Routed clock nets over the placement:
Drawn at 2 px/um.
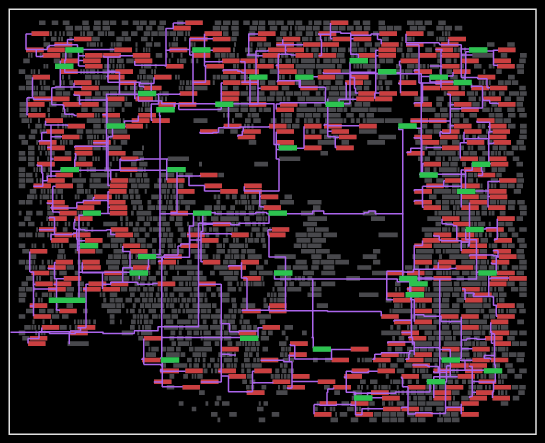
Cells coloured by class:
Drawn at 1 px/um.
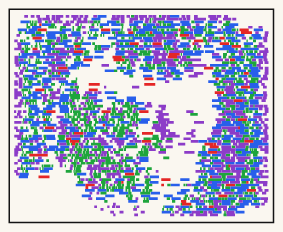
M3 wires:
Drawn at 1.5 px/um.
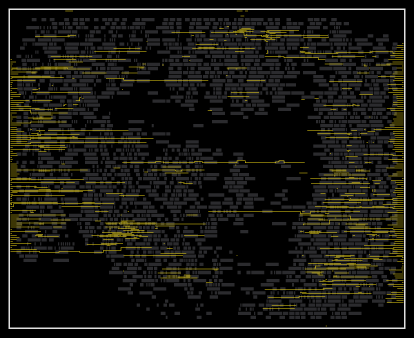
**config.mk**
```make
export PLATFORM = sky130hd
export DESIGN_NAME = npu_mmio_host_seq
export DESIGN_NICKNAME = d
export VERILOG_FILES = /design/src/rtl/npu_mmio_pkg.sv /design/src/rtl/npu_mmio_host_seq.sv
export SDC_FILE = /design/constraint.sdc
export NUM_CORES = 1
export LEC_CHECK = 0
export CAP_MARGIN = 30
export CORE_ASPECT_RATIO = 0.8
export CORE_MARGIN = 4
export CORE_UTILIZATION = 31
export DETAILED_ROUTE_END_ITERATION = 6
export SETUP_SLACK_MARGIN = 0.3
export SLEW_MARGIN = 0
export SYNTH_ARGS = -nofsm -noshare
export SYNTH_HDL_FRONTEND = slang
export SYNTH_SLANG_ARGS = --single-unit
```
**constraint.sdc**
```tcl
create_clock -name clk -period 2.2 [get_ports clk]
set_clock_uncertainty 0.15 [all_clocks]
set_input_delay 0.44 -clock clk [delete_from_list [all_inputs] [get_ports clk]]
set_output_delay 0.44 -clock clk [all_outputs]
set_load 0.03 [all_outputs]
```
**src/rtl/npu_mmio_pkg.sv**
```systemverilog
// Shared definitions for the NPU control register file: register map, control
// and status bit positions, and the host-side sequencer state encoding.
package npu_mmio_pkg;

  localparam logic [7:0] REG_CTRL        = 8'h00;
  localparam logic [7:0] REG_STATUS      = 8'h04;
  localparam logic [7:0] REG_PROMPT_LEN  = 8'h08;
  localparam logic [7:0] REG_GEN_LEN     = 8'h0C;
  localparam logic [7:0] REG_DONE_TOKENS = 8'h10;
  localparam logic [7:0] REG_LAST_ERROR  = 8'h14;
  localparam logic [7:0] REG_PERF_CYCLES = 8'h18;
  localparam logic [7:0] REG_PERF_TOKENS = 8'h1C;
  localparam logic [7:0] REG_STALL_IN    = 8'h20;
  localparam logic [7:0] REG_STALL_OUT   = 8'h24;
  localparam logic [7:0] REG_K_TILE      = 8'h28;

  localparam int CTRL_START_BIT = 0;
  localparam int CTRL_RESET_BIT = 1;

  localparam logic [31:0] STATUS_BUSY  = 32'h0000_0001;
  localparam logic [31:0] STATUS_DONE  = 32'h0000_0002;
  localparam logic [31:0] STATUS_ERROR = 32'h0000_0004;

  // Readback covers the six consecutive counter registers starting at DONE_TOKENS.
  localparam logic [2:0] RB_LAST_IDX = 3'd5;

  typedef enum logic [3:0] {
    HS_IDLE      = 4'd0,
    HS_WR_PROMPT = 4'd1,
    HS_WR_GEN    = 4'd2,
    HS_WR_KTILE  = 4'd3,
    HS_WR_START  = 4'd4,
    HS_RD_STATUS = 4'd5,
    HS_POLL_WAIT = 4'd6,
    HS_READBACK  = 4'd7,
    HS_ABORT     = 4'd8,
    HS_RESP      = 4'd9
  } host_state_e;

  function automatic logic [7:0] rb_addr(input logic [2:0] idx);
    return REG_DONE_TOKENS + {3'd0, idx, 2'd0};
  endfunction

endpackage

```
**src/rtl/npu_mmio_host_seq.sv**
```systemverilog
// Host-side MMIO initiator: programs one NPU job, polls STATUS until done,
// error or timeout, then reads back the counters onto a valid/ready result port.
module npu_mmio_host_seq
  import npu_mmio_pkg::*;
#(
  parameter int          ADDR_WIDTH     = 8,
  parameter int unsigned POLL_GAP       = 4,
  parameter int unsigned TIMEOUT_CYCLES = 100000
) (
  input  logic                  clk,
  input  logic                  rst_n,
  input  logic                  cmd_valid,
  output logic                  cmd_ready,
  input  logic [31:0]           cmd_prompt_len,
  input  logic [31:0]           cmd_gen_len,
  input  logic [31:0]           cmd_k_tile,
  output logic                  mmio_wr_en,
  output logic                  mmio_rd_en,
  output logic [ADDR_WIDTH-1:0] mmio_addr,
  output logic [31:0]           mmio_wdata,
  input  logic [31:0]           mmio_rdata,
  input  logic                  mmio_ready,
  output logic                  res_valid,
  input  logic                  res_ready,
  output logic [31:0]           res_status,
  output logic                  res_timeout,
  output logic [31:0]           res_done_tokens,
  output logic [31:0]           res_last_error,
  output logic [31:0]           res_perf_cycles,
  output logic [31:0]           res_perf_tokens,
  output logic [31:0]           res_stall_in,
  output logic [31:0]           res_stall_out,
  output logic                  busy,
  output logic [3:0]            dbg_state
);

  // Handshakes: cmd and res transfer on a clock edge where valid && ready;
  // an MMIO request (wr_en or rd_en) holds addr/wdata until the edge where
  // mmio_ready is also high, and the next request may start on that same edge.

  host_state_e  state;
  logic [31:0]  gen_q;
  logic [31:0]  ktile_q;
  logic [2:0]   rb_idx;
  logic [15:0]  gap_cnt;
  logic [31:0]  tmo_cnt;
  logic         mmio_done;
  logic         timed_out;

  function automatic logic [ADDR_WIDTH-1:0] to_addr(input logic [7:0] a);
    return ADDR_WIDTH'(a);
  endfunction

  assign mmio_done = (mmio_wr_en | mmio_rd_en) & mmio_ready;
  assign timed_out = (tmo_cnt >= 32'(TIMEOUT_CYCLES));
  assign cmd_ready = (state == HS_IDLE);
  assign busy      = (state != HS_IDLE);
  assign dbg_state = state;

  always_ff @(posedge clk or negedge rst_n) begin
    if (!rst_n) begin
      state           <= HS_IDLE;
      gen_q           <= '0;
      ktile_q         <= '0;
      rb_idx          <= '0;
      gap_cnt         <= '0;
      tmo_cnt         <= '0;
      mmio_wr_en      <= 1'b0;
      mmio_rd_en      <= 1'b0;
      mmio_addr       <= '0;
      mmio_wdata      <= '0;
      res_valid       <= 1'b0;
      res_status      <= '0;
      res_timeout     <= 1'b0;
      res_done_tokens <= '0;
      res_last_error  <= '0;
      res_perf_cycles <= '0;
      res_perf_tokens <= '0;
      res_stall_in    <= '0;
      res_stall_out   <= '0;
    end else begin
      // The abort deadline only runs while waiting on the NPU.
      if ((state == HS_RD_STATUS || state == HS_POLL_WAIT) && tmo_cnt != '1)
        tmo_cnt <= tmo_cnt + 32'd1;

      case (state)
        HS_IDLE: begin
          if (cmd_valid) begin
            gen_q           <= cmd_gen_len;
            ktile_q         <= cmd_k_tile;
            res_status      <= '0;
            res_timeout     <= 1'b0;
            res_done_tokens <= '0;
            res_last_error  <= '0;
            res_perf_cycles <= '0;
            res_perf_tokens <= '0;
            res_stall_in    <= '0;
            res_stall_out   <= '0;
            mmio_wr_en      <= 1'b1;
            mmio_addr       <= to_addr(REG_PROMPT_LEN);
            mmio_wdata      <= cmd_prompt_len;
            state           <= HS_WR_PROMPT;
          end
        end

        HS_WR_PROMPT: begin
          if (mmio_done) begin
            mmio_addr  <= to_addr(REG_GEN_LEN);
            mmio_wdata <= gen_q;
            state      <= HS_WR_GEN;
          end
        end

        HS_WR_GEN: begin
          if (mmio_done) begin
            mmio_addr  <= to_addr(REG_K_TILE);
            mmio_wdata <= ktile_q;
            state      <= HS_WR_KTILE;
          end
        end

        HS_WR_KTILE: begin
          if (mmio_done) begin
            mmio_addr  <= to_addr(REG_CTRL);
            mmio_wdata <= 32'd1 << CTRL_START_BIT;
            state      <= HS_WR_START;
          end
        end

        HS_WR_START: begin
          if (mmio_done) begin
            mmio_wr_en <= 1'b0;
            mmio_rd_en <= 1'b1;
            mmio_addr  <= to_addr(REG_STATUS);
            mmio_wdata <= '0;
            tmo_cnt    <= '0;
            state      <= HS_RD_STATUS;
          end
        end

        HS_RD_STATUS: begin
          if (mmio_done) begin
            res_status <= mmio_rdata;
            if ((mmio_rdata & (STATUS_DONE | STATUS_ERROR)) != '0) begin
              rb_idx    <= '0;
              mmio_addr <= to_addr(REG_DONE_TOKENS);
              state     <= HS_READBACK;
            end else if (timed_out) begin
              mmio_rd_en <= 1'b0;
              mmio_wr_en <= 1'b1;
              mmio_addr  <= to_addr(REG_CTRL);
              mmio_wdata <= 32'd1 << CTRL_RESET_BIT;
              state      <= HS_ABORT;
            end else if (POLL_GAP == 0) begin
              state <= HS_RD_STATUS;
            end else begin
              mmio_rd_en <= 1'b0;
              gap_cnt    <= '0;
              state      <= HS_POLL_WAIT;
            end
          end
        end

        HS_POLL_WAIT: begin
          if (timed_out) begin
            mmio_wr_en <= 1'b1;
            mmio_addr  <= to_addr(REG_CTRL);
            mmio_wdata <= 32'd1 << CTRL_RESET_BIT;
            state      <= HS_ABORT;
          end else if (gap_cnt == 16'(POLL_GAP - 1)) begin
            mmio_rd_en <= 1'b1;
            state      <= HS_RD_STATUS;
          end else begin
            gap_cnt <= gap_cnt + 16'd1;
          end
        end

        HS_READBACK: begin
          if (mmio_done) begin
            case (rb_idx)
              3'd0:    res_done_tokens <= mmio_rdata;
              3'd1:    res_last_error  <= mmio_rdata;
              3'd2:    res_perf_cycles <= mmio_rdata;
              3'd3:    res_perf_tokens <= mmio_rdata;
              3'd4:    res_stall_in    <= mmio_rdata;
              default: res_stall_out   <= mmio_rdata;
            endcase
            if (rb_idx == RB_LAST_IDX) begin
              mmio_rd_en <= 1'b0;
              mmio_addr  <= '0;
              res_valid  <= 1'b1;
              state      <= HS_RESP;
            end else begin
              rb_idx    <= rb_idx + 3'd1;
              mmio_addr <= to_addr(rb_addr(rb_idx + 3'd1));
            end
          end
        end

        HS_ABORT: begin
          if (mmio_done) begin
            mmio_wr_en  <= 1'b0;
            mmio_addr   <= '0;
            mmio_wdata  <= '0;
            res_timeout <= 1'b1;
            res_valid   <= 1'b1;
            state       <= HS_RESP;
          end
        end

        HS_RESP: begin
          if (res_ready) begin
            res_valid <= 1'b0;
            state     <= HS_IDLE;
          end
        end

        default: state <= HS_IDLE;
      endcase
    end
  end

endmodule

```
==> impl_metrics.csv <==
group,metric,value,unit
logic_synthesis,netlist_area,16080,sq um
placement,place_congestion,0.9048,
setup_path,crit_arrival,2.93,ns
global_routing,grt_use_total,0.2195,
cts,h-tree-depth,2,
setup_path,crit_end,"res_stall_in[2]",
die,fp-row-count,74,
die,dieArea,55610,sq um
hold_path,hold_start,"cmd_gen_len[31]",
layout,buffer_area_frac,0.3103,
route,wl_met2,33.19,mm
power_and_ir_drop,p_total,39.18,mW
setup_path,worstPathRequired,2.53,ns
layout,layout.area.seq,9689,sq um
setup_path,cp-startpoint,"dbg_state[1]",
setup_path,crit_buf_inv,7,
layout,fillers,4237,
setup_path,cpPeakStageDelay,0.59,ns
layout,lay_top_count,"dfrtp_1",
setup_path,reg2reg_depth,13,
placement,dp.cells,2782,
route,dr.pass1.iters,7,
placement,io_buffers,406,
setup_path,startpoint_type,"flop",
logic_synthesis,synth_flops,387,
global_routing,grt_max_degree,69,
layout,sh_seq_area,0.3399,
global_routing,busiest_layer,"met2",
route,top_layer_used,"met5",
layout,comb_share,0.2650,
cts,cts_resized,993,
setup_path,worstReg2RegStart,"dbg_state[1]",
timing,whs,0.2599,ns
layout,clkbuf_count,58,
cts,clkSlewWorstSetupHoldPaths,0.07,ns
setup_path,crit_type,"reg2reg",
cts,cts_tree,"yes",
timing,setup_viol,375,
placement,place_hpwl,38.62,mm
timing,fin_crit_sh,1.182,
setup_path,cp_slowest_cell,"or4_4",
setup_path,crit_fanout,6,
flow_run,tool_warnings,34,
run_status,status,"finished, violations left",
route,wl_per_cell,23.04,um
route,first_iter_violations,1350,
placement,place_area,22280,sq um
route,via_per_inst,5.275,
timing,worst_slack,-0.3996,ns
route,wl_met3,5.940,mm
timing,hold_viol_final,0,
layout,num-nonclk-buffers,707,
route,drc,0,
layout,clock_area_frac,0.05262,
layout,seq_cell_count,387,
logic_synthesis,fp_nets,1791,
logic_synthesis,syn_avg_cell_area,9.747,sq um
layout,area_delta_synth_final,77.26,%
logic_synthesis,yosysSeqAreaShare,0.6021,
layout,largestClassByArea,"sequential cells",
setup_path,cpMostUsedCell,"buf_6",
logic_synthesis,yosysMostFrequentCell,"nand2_1",
run_status,failed_checks,"setup timing",
die,dieHeight,211.7,um
cts,clock-sinks,387,
layout,final_layout_top_logic_cells,"dfrtp_1, nand2_1, clkdlybuf4s15_2",
die,taps,684,
global_routing,grtUsageMet1,0.2880,
logic_synthesis,synthTopCellsByArea,"dfrtp_1, nand2_1, o21ai_0, a222oi_1, a22o_1",
cts,postCtsSetupRepairBufs,61,
route,postRouteAntennaNets,0,
power_and_ir_drop,pwr_density_cell,1374,nW/um^2
die,die-width,262.7,um
layout,finalInstanceArea,28510,sq um
global_routing,gr-usage-met3,0.05310,
layout,final_cells,3016,
cts,clk_path_buf_depth,3,
cts,clk_latency,0.56,ns
setup_path,r2r_setup_slack,-0.40,ns
cts,cts-root-buf,"clkbuf_16",
setup_path,path_delay_family,"buffers and inverters",
global_routing,grt_pass1_vias,15830,
route,drt-met1-wl,27.93,mm
layout,layout-drive-gt1-share,0.4082,
route,via_count,15910,
Notes on 'routed clock nets over the placement' above:
Purple is clock wires, length 5310 um. Red is flip-flops, count 387. Green is cells driving clock nets, count 43.
There are 44 routed clock nets. Position of the flops: all over the die.

Notes on 'cells coloured by class' above:
Blue is flops, cells 387, share of their area 35%. Purple is other buffers and delay cells, cells 707, share of their area 32%. Red is clock drivers and dummy loads, cells 76, share of their area 5.4%. Green is all other logic, cells 1162, share of their area 28%.

Notes on 'M3 wires' above:
The layer carries 5940 um of wire. The wires run mostly horizontal. 392 nets have wire on it. The layer holds 8.6% of the routed length. The longest straight run is 81.7 um.

-- kinds of logic after synthesis --
family,count (synthesis),share of synthesized area
compound gates,413,0.1565
xor+xnor,24,0.01307
fa+ha+maj,8,0.006224
buf+inv,115,0.03135
flops,387,0.6021
mux,4,0.002645
simple gates,699,0.1880
-- tightest hold or removal path: cells and delay by family --
kind | cells | cell delay [ns]
buffers and inverters | 1 | 0.39
AND/OR/NAND/NOR | 2 | 0.09
-- where the power goes --
part	leakage (nW)	switching, mW	total [mW]	internal [mW]
registers	5.05	1.16	9.86	8.70
clock network	0.737	3.00	7.72	4.72
logic	6.60	11.1	21.6	10.5
total	12.4	15.3	39.2	23.9
No activity file was given, so power comes from the tool's default toggle rates.
